**src/rtl/codec_cfg_pkg.sv**
```systemverilog
// Shared types and constants for the codec configuration sequencer.
// Holds the FSM state encoding, the init table entry layout, the power-up
// register table and the engine status codes.
package codec_cfg_pkg;

  typedef enum logic [2:0] {
    IDLE,
    ARM,
    RUN,
    NEXT,
    DONE,
    FAIL,
    RT_ARM,
    RT_RUN
  } state_e;

  // One register write: 7-bit codec register address, 9-bit payload.
  typedef struct packed {
    logic [6:0] addr;
    logic [8:0] data;
  } cfg_entry_t;

  localparam logic [3:0] ERR_TIMEOUT = 4'hE;
  localparam logic [3:0] ERR_PASS    = 4'hF;

  // Power-up table. Only the first NUM_REGS entries are walked; the spare
  // slots exist so the table can grow without touching the sequencer.
  localparam cfg_entry_t INIT_TABLE [16] = '{
    '{addr: 7'h0F, data: 9'h000},  // software reset
    '{addr: 7'h06, data: 9'h010},  // power down control: all on except outputs gate
    '{addr: 7'h04, data: 9'h012},  // analog audio path
    '{addr: 7'h05, data: 9'h000},  // digital audio path
    '{addr: 7'h07, data: 9'h04A},  // digital interface format
    '{addr: 7'h08, data: 9'h000},  // sample rate
    '{addr: 7'h09, data: 9'h001},  // interface active
    '{addr: 7'h00, data: 9'h017},  // left line in
    '{addr: 7'h01, data: 9'h017},  // right line in
    '{addr: 7'h02, data: 9'h079},  // left headphone volume
    '{addr: 7'h00, data: 9'h000},
    '{addr: 7'h00, data: 9'h000},
    '{addr: 7'h00, data: 9'h000},
    '{addr: 7'h00, data: 9'h000},
    '{addr: 7'h00, data: 9'h000},
    '{addr: 7'h00, data: 9'h000}
  };

  // Engine codes 1..5 are real I2C failures (NACKs etc.); anything else
  // other than PASS means the engine is still working.
  function automatic logic is_eng_err(input logic [3:0] code);
    return (code >= 4'd1) && (code <= 4'd5);
  endfunction

endpackage

```
**src/rtl/codec_cfg_seq_sync.sv**
```systemverilog
// cfg_sync2: 2-flop synchroniser for the engine status {done, error[3:0]}.
// Latency: 2 clk cycles. No backpressure (free-running).
// Ports: clk, rst (sync, active-high), d_i (async 5-bit in), q_o (synced out).
module cfg_sync2 (
  input  logic       clk,
  input  logic       rst,
  input  logic [4:0] d_i,
  output logic [4:0] q_o
);

  logic [4:0] meta_q;
  logic [4:0] sync_q;

  always_ff @(posedge clk) begin
    if (rst) begin
      meta_q <= '0;
      sync_q <= '0;
    end else begin
      meta_q <= d_i;
      sync_q <= meta_q;
    end
  end

  assign q_o = sync_q;

endmodule

```
**src/rtl/codec_cfg_seq.sv**
```systemverilog
// codec_cfg_seq: walks the power-up register table onto the I2C write engine,
// retrying failed entries, then serves runtime register writes.
// Latency: engine status seen 2 cycles after it changes; ARM holds reset 2 cycles.
// Backpressure: wr_req is held by the requester until the one-cycle wr_ack.
// Ports: clk/rst; start, busy, init_done, init_fail, fail_index, fail_code;
//   wr_req/wr_reg/wr_data/wr_ack runtime path; i2c_* to/from the engine.
// Build option: CODEC_CFG_RUNTIME_WR_EN enables the runtime write path;
//   without it wr_req is ignored, wr_ack stays 0 and DONE is terminal.
module codec_cfg_seq
  import codec_cfg_pkg::*;
#(
  parameter int         NUM_REGS       = 10,
  parameter logic [6:0] DEV_ADDR       = 7'h1A,
  parameter int         MAX_RETRY      = 3,
  parameter int         TIMEOUT_CYCLES = 32768
) (
  input  logic       clk,
  input  logic       rst,
  input  logic       start,
  output logic       busy,
  output logic       init_done,
  output logic       init_fail,
  output logic [3:0] fail_index,
  output logic [3:0] fail_code,
  input  logic       wr_req,
  input  logic [6:0] wr_reg,
  input  logic [8:0] wr_data,
  output logic       wr_ack,
  output logic       i2c_rst_n,
  output logic [6:0] i2c_address,
  output logic [6:0] i2c_register,
  output logic [8:0] i2c_data,
  output logic       i2c_rw,
  input  logic       i2c_done,
  input  logic [3:0] i2c_error
);

  localparam int            TW        = $clog2(TIMEOUT_CYCLES + 1);
  localparam logic [3:0]    LAST_IDX  = 4'(NUM_REGS - 1);
  localparam logic [3:0]    RETRY_LIM = 4'(MAX_RETRY);
  localparam logic [TW-1:0] TMO_LAST  = TW'(TIMEOUT_CYCLES - 1);

  state_e        state_q, state_d;
  logic [3:0]    idx_q, idx_d;
  logic [3:0]    retry_q, retry_d;
  logic          arm_cnt_q, arm_cnt_d;
  logic [TW-1:0] tmo_q, tmo_d;
  logic [6:0]    reg_q, reg_d;
  logic [8:0]    data_q, data_d;
  logic          rst_n_q, rst_n_d;
  logic          done_q, done_d;
  logic          fail_q, fail_d;
  logic [3:0]    fidx_q, fidx_d;
  logic [3:0]    fcode_q, fcode_d;
  logic          ack_q, ack_d;

  logic [4:0]    eng_sync;
  logic          eng_done;
  logic [3:0]    eng_err;
  logic          txn_ok, txn_err, txn_tmo, retry_left;
  logic [3:0]    txn_code;

  cfg_sync2 u_sync (
    .clk (clk),
    .rst (rst),
    .d_i ({i2c_done, i2c_error}),
    .q_o (eng_sync)
  );

  assign eng_done   = eng_sync[4];
  assign eng_err    = eng_sync[3:0];
  assign txn_ok     = eng_done && (eng_err == ERR_PASS);
  assign txn_err    = is_eng_err(eng_err);
  assign txn_tmo    = (tmo_q == TMO_LAST);
  // An engine error wins over a simultaneous timeout: it is the more specific code.
  assign txn_code   = txn_err ? eng_err : ERR_TIMEOUT;
  assign retry_left = (retry_q + 4'd1) < RETRY_LIM;

`ifndef CODEC_CFG_RUNTIME_WR_EN
  logic unused_wr;
  assign unused_wr = ^{wr_req, wr_reg, wr_data};
`endif

  always_ff @(posedge clk) begin
    if (rst) begin
      state_q   <= IDLE;
      idx_q     <= '0;
      retry_q   <= '0;
      arm_cnt_q <= 1'b0;
      tmo_q     <= '0;
      reg_q     <= '0;
      data_q    <= '0;
      rst_n_q   <= 1'b0;
      done_q    <= 1'b0;
      fail_q    <= 1'b0;
      fidx_q    <= '0;
      fcode_q   <= '0;
      ack_q     <= 1'b0;
    end else begin
      state_q   <= state_d;
      idx_q     <= idx_d;
      retry_q   <= retry_d;
      arm_cnt_q <= arm_cnt_d;
      tmo_q     <= tmo_d;
      reg_q     <= reg_d;
      data_q    <= data_d;
      rst_n_q   <= rst_n_d;
      done_q    <= done_d;
      fail_q    <= fail_d;
      fidx_q    <= fidx_d;
      fcode_q   <= fcode_d;
      ack_q     <= ack_d;
    end
  end

  always_comb begin
    state_d   = state_q;
    idx_d     = idx_q;
    retry_d   = retry_q;
    arm_cnt_d = 1'b0;
    tmo_d     = tmo_q;
    reg_d     = reg_q;
    data_d    = data_q;
    done_d    = done_q;
    fail_d    = fail_q;
    fidx_d    = fidx_q;
    fcode_d   = fcode_q;
    ack_d     = 1'b0;

    unique case (state_q)
      IDLE, FAIL: begin
        if (start) begin
          idx_d   = '0;
          retry_d = '0;
          tmo_d   = '0;
          reg_d   = INIT_TABLE[0].addr;
          data_d  = INIT_TABLE[0].data;
          fail_d  = 1'b0;
          state_d = ARM;
        end
      end
      ARM: begin
        // Two cycles of engine reset; arm_cnt_q is always 0 on entry.
        tmo_d     = '0;
        arm_cnt_d = ~arm_cnt_q;
        if (arm_cnt_q) state_d = RUN;
      end
      RUN: begin
        if (txn_ok) begin
          state_d = NEXT;
        end else if (txn_err || txn_tmo) begin
          if (retry_left) begin
            retry_d = retry_q + 4'd1;
            state_d = ARM;
          end else begin
            fidx_d  = idx_q;
            fcode_d = txn_code;
            fail_d  = 1'b1;
            state_d = FAIL;
          end
        end else begin
          tmo_d = tmo_q + TW'(1);
        end
      end
      NEXT: begin
        if (idx_q == LAST_IDX) begin
          done_d  = 1'b1;
          state_d = DONE;
        end else begin
          idx_d   = idx_q + 4'd1;
          retry_d = '0;
          reg_d   = INIT_TABLE[idx_q + 4'd1].addr;
          data_d  = INIT_TABLE[idx_q + 4'd1].data;
          state_d = ARM;
        end
      end
`ifdef CODEC_CFG_RUNTIME_WR_EN
      DONE: begin
        // The cycle wr_ack is high the requester has not yet dropped wr_req.
        if (wr_req && !ack_q) begin
          reg_d   = wr_reg;
          data_d  = wr_data;
          retry_d = '0;
          state_d = RT_ARM;
        end
      end
      RT_ARM: begin
        tmo_d     = '0;
        arm_cnt_d = ~arm_cnt_q;
        if (arm_cnt_q) state_d = RT_RUN;
      end
      RT_RUN: begin
        if (txn_ok) begin
          ack_d   = 1'b1;
          state_d = DONE;
        end else if (txn_err || txn_tmo) begin
          if (retry_left) begin
            retry_d = retry_q + 4'd1;
            state_d = RT_ARM;
          end else begin
            ack_d   = 1'b1;
            state_d = DONE;
          end
        end else begin
          tmo_d = tmo_q + TW'(1);
        end
      end
`endif
      default: ;
    endcase
  end

  // Engine runs only while a transaction is live or once init has finished.
  always_comb begin
    rst_n_d = (state_d == RUN) || (state_d == NEXT) ||
              (state_d == DONE) || (state_d == RT_RUN);
  end

  assign busy = (state_q == ARM) || (state_q == RUN) || (state_q == NEXT) ||
                (state_q == RT_ARM) || (state_q == RT_RUN);

  assign init_done    = done_q;
  assign init_fail    = fail_q;
  assign fail_index   = fidx_q;
  assign fail_code    = fcode_q;
  assign wr_ack       = ack_q;
  assign i2c_rst_n    = rst_n_q;
  assign i2c_address  = DEV_ADDR;
  assign i2c_register = reg_q;
  assign i2c_data     = data_q;
  assign i2c_rw       = 1'b0;

endmodule
```
**config.mk**
```make
export PLATFORM = sky130hd
export DESIGN_NAME = codec_cfg_seq
export DESIGN_NICKNAME = d
export VERILOG_FILES = /design/src/rtl/codec_cfg_pkg.sv /design/src/rtl/codec_cfg_seq_sync.sv /design/src/rtl/codec_cfg_seq.sv
export SDC_FILE = /design/constraint.sdc
export NUM_CORES = 1
export LEC_CHECK = 0
export CORE_MARGIN = 5
export CORE_UTILIZATION = 55
export CTS_CLUSTER_DIAMETER = 200
export DETAILED_ROUTE_END_ITERATION = 6
export GPL_TIMING_DRIVEN = 0
export PLACE_DENSITY = 0.91
export SYNTH_ARGS = -nofsm -noshare
export SYNTH_HDL_FRONTEND = slang
export SYNTH_HIERARCHICAL = 1
export SYNTH_SLANG_ARGS = --single-unit
```
**constraint.sdc**
```tcl
create_clock -name clk -period 6.3 [get_ports clk]
set_clock_uncertainty 0.2 [all_clocks]
set_input_delay 1.26 -clock clk [delete_from_list [all_inputs] [get_ports clk]]
set_output_delay 1.26 -clock clk [all_outputs]
set_load 0.03 [all_outputs]
```
run_1/class_map.png
Bar = 20 um.
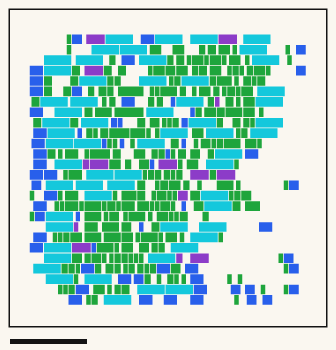
Key: purple = clock drivers and dummy loads [cells 14, share of their area 4.4%]; green = remaining logic cells [cells 262, share of their area 47%]; cyan = sequential cells [cells 59, share of their area 35%]; blue = remaining buffers and delay cells [cells 60, share of their area 14%]

run_1/sizing.png
Bar = 20 um.
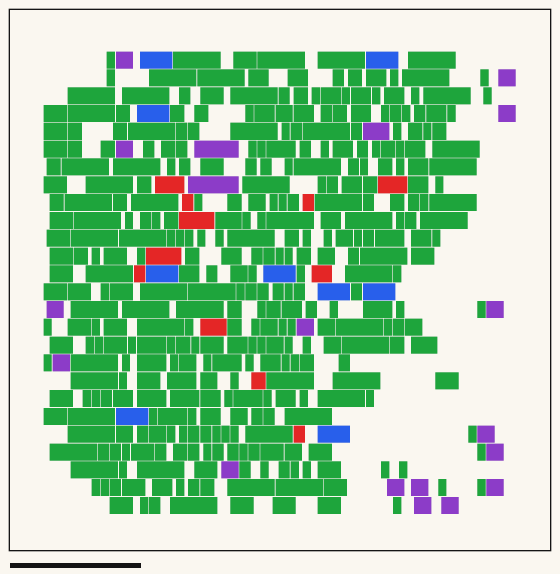
Key: red = x2 [cells 11]; green = x1 and smaller [cells 356, most used dfxtp_1]; blue = x6 and larger [cells 9, most used clkbuf_8]; purple = x3 and x4 [cells 19, most used buf_4]

run_1/gates.png
Bar = 20 um.
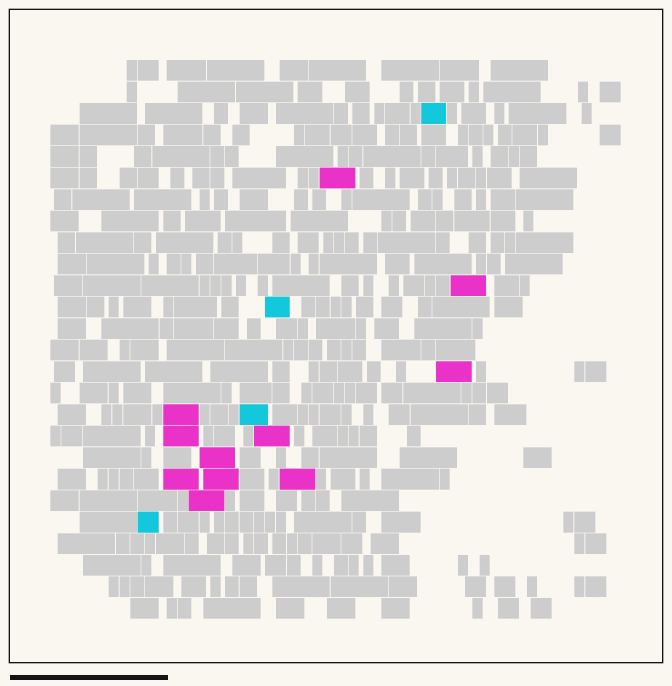
Key: cyan = non-inverting ao/oa cells [cells 4]; magenta = fa/ha/maj cells [cells 11]

run_1/congestion_map.png
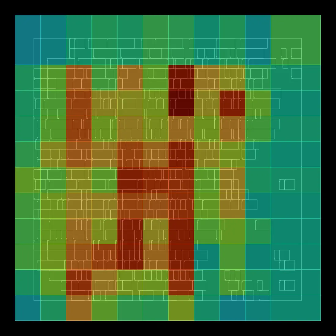
Global Route met3 Usage: 0.0662
global-route total usage across every layer: 0.196
wire per inst: 13.1 um
core occupancy in the finished layout: 0.679

==> qor.log, run 1 <==
qor: synth.postSynthCellCount 339
qor: power_and_ir_drop.p_seq_frac 0.517
qor: synth.synth-main-ff-cell dfxtp_1
qor: timing.post-route-min-period 3.43 ns
qor: critical_path.worst_path_max_delay_cell clkdlybuf4s50_1
qor: critical_path.crit_path_max_fanout 10
qor: placed_design.placement.cell_area 0.00332 mm2
qor: cells_and_area.areaGrowthSynthToFinish 20.2%
qor: timing.setup-violations-final 0
qor: synth.synth_seq_share 0.409
qor: floorplanning.floorplanUtilization 0.565
qor: clock_network.cts_num_sinks 59
qor: synth.async_reset_ff_frac 0
qor: synth.yosysCellCount 339
qor: floorplanning.fp.dieArea 0.00680 mm2
qor: synth.yosys.stat.chipArea 0.00289 mm2
qor: synth.ys_top_cells_by_area dfxtp_1 (41%), nor2_1 (7.0%), xnor2_1 (4.9%)
qor: flow_run.openroad.warnings 50
qor: grt.antenna_violations_before_repair 0
qor: critical_path.critical_path.endpoint_type output pin
qor: timing.worst_slew_pin_slew 0.633 ns
qor: route.drt_first_iter_violations 163
qor: critical_path.critPathTopFamily buffers and inverters
qor: synth.ys_top_cells_by_count dfxtp_1 (59), nor2_1 (54), a21oi_1 (22), nand2_1 (20), nor3_1 (17)
qor: synth.synthDistinctLibCells 57
qor: cells_and_area.top_register tmo_q
qor: placed_design.place_congestion 0.802
qor: route.avgViaCountPerCell 5.32
qor: timing.fmaxAchievable 292 MHz
qor: power_and_ir_drop.intPower 0.548 mW
qor: run_status.outcome finished, final reports clean
qor: hold_path.hold_path_class flop to flop
qor: critical_path.critical_path_required 4.84 ns
qor: flow_run.drv_cap 0
qor: cells_and_area.num_antenna_cells 0
qor: timing.timing.slew.headroom 0.575
qor: critical_path.critPathArrivalTime 1.97 ns
qor: timing.grt_setup_unrepaired false
qor: timing.slew_violations 0
==> run 1: kinds of logic after synthesis <==
| group | count (synthesis) | synth area share |
|---|---|---|
| xor gates and xnor gates | 17 | 0.0516 |
| and+or+nand+nor | 146 | 0.256 |
| DFF | 59 | 0.409 |
| other | 2 | 0.00260 |
| muxes | 6 | 0.0212 |
| AOI/OAI and AO/OA | 56 | 0.137 |
| adders and majority gates | 11 | 0.0477 |
| buffers and inverters | 42 | 0.0750 |
==> run 1: layer usage <==
| layer | wire (um) | global-route usage | vias up |
|---|---|---|---|
| li1 | - | - | 1242 |
| met1 | 2660 | 0.223 | 1119 |
| met2 | 2880 | 0.331 | 95 |
| met3 | 390 | 0.0662 | 18 |
| met4 | 155 | 0.0897 | 0 |
| met5 | 0 | 0 | - |
==> run 1: worst paths after layout <==
path,from,end,slack [ns],cells after the start
hold / removal,u_sync/meta_q[4]$_SDFF_PP0_,u_sync/q_o[4]$_SDFF_PP0_,0.24,1
setup reg to reg,tmo_q[1]$_SDFFE_PP0P_,i2c_rst_n$_SDFF_PP0_,3.60,7
setup / recovery,state_q[0]$_SDFF_PP0_,busy,2.87,4
hold reg to reg,u_sync/meta_q[4]$_SDFF_PP0_,u_sync/q_o[4]$_SDFF_PP0_,0.24,1
==> run 1: cell type report <==
cell class	instances	area, um2
Buffer	30	171
Clock buffer	11	131
Clock inverter	3	17.5
Fill cell	402	1640
Inverter	12	45.0
Multi-Input combinational cell	250	1530
Sequential cell	59	1180
Tap cell	70	87.6
Timing Repair Buffer	30	300
==> run 1: metrics by stage <==
step           std cells  worst slack, ns
2_1_floorplan        351             3.51
3_3_place_gp         451             2.79
3_5_place_dp         451             2.74
4_1_cts              465             2.86
5_1_grt              465             2.74
6_report             465             2.87
==> run 2, diff against run 1 <==
--- a/config.mk
+++ b/config.mk
@@ -6,11 +6,11 @@
 export NUM_CORES = 1
 export LEC_CHECK = 0
 export CORE_MARGIN = 5
-export CORE_UTILIZATION = 55
+export CORE_UTILIZATION = 51
 export CTS_CLUSTER_DIAMETER = 200
 export DETAILED_ROUTE_END_ITERATION = 6
 export GPL_TIMING_DRIVEN = 0
-export PLACE_DENSITY = 0.91
+export PLACE_DENSITY = 0.85
 export SYNTH_ARGS = -nofsm -noshare
 export SYNTH_HDL_FRONTEND = slang
 export SYNTH_HIERARCHICAL = 1
==> constraint.sdc (replaced) <==
create_clock -name clk -period 3.2 [get_ports clk]
set_clock_uncertainty 0.2 [all_clocks]
set_input_delay 0.64 -clock clk [delete_from_list [all_inputs] [get_ports clk]]
set_output_delay 0.64 -clock clk [all_outputs]
set_load 0.03 [all_outputs]
run_2/class_map.png
Bar = 20 um.
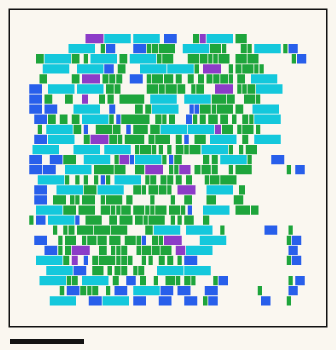
Key: purple = clock drivers and dummy loads [cells 16, share of their area 4.9%]; blue = remaining buffers and delay cells [cells 60, share of their area 14%]; green = remaining logic cells [cells 262, share of their area 46%]; cyan = sequential cells [cells 59, share of their area 35%]

==> run 2 against run 1 <==
Via count grew 0.77%; critical path depth is the same; global-route usage shrank 1.9 points; final area grew 0.61%; critical path type unchanged; critical endpoint unchanged.
==> qor.log, run 2 <==
qor: cells_and_area.ff_latch_area 0.00118 mm2 [unchanged]
qor: synth.yosys.stat.chipArea 0.00289 mm2 [unchanged]
qor: floorplanning.floorplanUtilization 0.524 [-0.0410]
qor: grt.grt_busiest_layer met2
qor: timing.grt_setup_unrepaired false
qor: critical_path.setup.worst_path.end busy
qor: cells_and_area.finalNonFillerCells 469 [+0.86%]
qor: critical_path.critical_path_required 2.36 ns [-2.48 ns]
qor: cells_and_area.multi_input_combinational_cell_area 0.00153 mm2 [unchanged]
qor: critical_path.reg2reg_to i2c_rst_n$_SDFF_PP0_
qor: timing.post-route-min-period 2.81 ns
qor: timing.timing.slew.headroom 0.538 [-0.0372]
qor: synth.yosysCellCount 339 [unchanged]
qor: run_status.outcome finished, final reports clean
qor: timing.setup-violations-final 0 [unchanged]
qor: route.avgViaCountPerCell 5.32 [about the same]
qor: critical_path.timing.reg2reg.worst_path_depth 7 [unchanged]
qor: clock_network.cts_num_sinks 59 [unchanged]
qor: critical_path.critical_path.endpoint_type output pin
qor: cells_and_area.areaGrowthSynthToFinish 20.9%
qor: route.maxUsedRoutingLayer met4
qor: route.dr_wl_met3 393 um [+0.77%]
qor: cells_and_area.num_antenna_cells 0 [unchanged]
qor: synth.synth-main-ff-cell dfxtp_1
qor: critical_path.timing.reg2reg.setup_slack 0.49 ns [-3.11 ns]
qor: critical_path.cp-startpoint state_q[0]$_SDFF_PP0_
qor: timing.fmaxAchievable 356 MHz
qor: placed_design.place_congestion 0.822 [+2.5%]
qor: power_and_ir_drop.intPower 1.09 mW [+98%]
qor: synth.ys_top_cells_by_count dfxtp_1 (59), nor2_1 (54), a21oi_1 (22), nand2_1 (20), nor3_1 (17)
qor: flow_run.openroad.warnings 50 [unchanged]
qor: placed_design.placement.cell_area 0.00332 mm2 [about the same]
qor: synth.async_reset_ff_frac 0 [unchanged]
qor: grt.use_met2 0.302 [-0.0287]
qor: placed_design.post-place-cells 453 [+0.44%]
qor: critical_path.crit_path_max_fanout 10 [unchanged]
qor: hold_path.hold_path_class flop to flop
qor: grt.global_route.usage.met1 0.202 [-0.0209]
qor: timing.worst_slew_pin_slew 0.688 ns [+0.0554 ns]
qor: floorplanning.fp.dieArea 0.00726 mm2 [+6.9%]
qor: synth.synth_seq_share 0.409 [unchanged]
qor: flow_run.drv_cap 0 [unchanged]
qor: cells_and_area.filler_cell_count 480 [+19%]
qor: timing.slew_violations 0 [unchanged]
qor: synth.ys_top_cells_by_area dfxtp_1 (41%), nor2_1 (7.0%), xnor2_1 (4.9%)
qor: route.routed_wire_length_per_instance 13.2 um [+0.68%]
qor: cells_and_area.top_register tmo_q
qor: route.drt_first_iter_violations 83 [-49%]
qor: critical_path.critPathArrivalTime 1.97 ns [about the same]
qor: grt.global_route.usage.met3 0.0515 [-0.0147]
qor: synth.synthDistinctLibCells 57 [unchanged]
qor: timing.timing.final.ws_setup 0.391 ns [-2.48 ns]
qor: power_and_ir_drop.p_seq_frac 0.504 [-0.013]
qor: route.met2_wirelength 3.02 mm [+4.8%]
==> run 2: cells by family (layout without fill, tap and decap cells) <==
logic type / count (synthesis) / after routing / share of synthesized area
fa+ha+maj: 11 / 11 / 0.0477
buf+inv: 42 / 88 / 0.0750
other cells: 2 / 14 / 0.00260
xor+xnor: 17 / 17 / 0.0516
flops: 59 / 59 / 0.409
compound gates: 56 / 56 / 0.137
mux: 6 / 6 / 0.0212
simple gates: 146 / 146 / 0.256
==> run 2: layout make-up <==
type,instances,share of cell area
multi-input combinational,250,0.440
clock buffer,9,0.0355
inverter,12,0.0129
sequential,59,0.338
buffer,30,0.0491
tap,72,0.0258
timing repair buffer,30,0.0861
clock inverter,7,0.0125
==> run 2: critical path, stage by stage, from the launching register on <==
cell and delay [ns]:
dfxtp_1 0.31, clkbuf_1 0.35, nand2b_1 0.18, nand2_1 0.12, clkdlybuf4s50_1 0.67
==> run 2: worst min path at each step <==
stage	endpoint	slack [ns]	cells after the start	from
6_report	u_sync/q_o[2]$_SDFF_PP0_	0.24	1	u_sync/meta_q[2]$_SDFF_PP0_
5_1_grt	u_sync/q_o[0]$_SDFF_PP0_	0.26	1	u_sync/meta_q[0]$_SDFF_PP0_
3_3_place_gp	u_sync/q_o[4]$_SDFF_PP0_	0.22	1	u_sync/meta_q[4]$_SDFF_PP0_
3_5_place_dp	u_sync/q_o[0]$_SDFF_PP0_	0.22	1	u_sync/meta_q[0]$_SDFF_PP0_
2_1_floorplan	u_sync/q_o[0]$_SDFF_PP0_	0.21	1	u_sync/meta_q[0]$_SDFF_PP0_
4_1_cts	u_sync/q_o[0]$_SDFF_PP0_	0.24	1	u_sync/meta_q[0]$_SDFF_PP0_
No activity file was given, so power comes from the tool's default toggle rates.
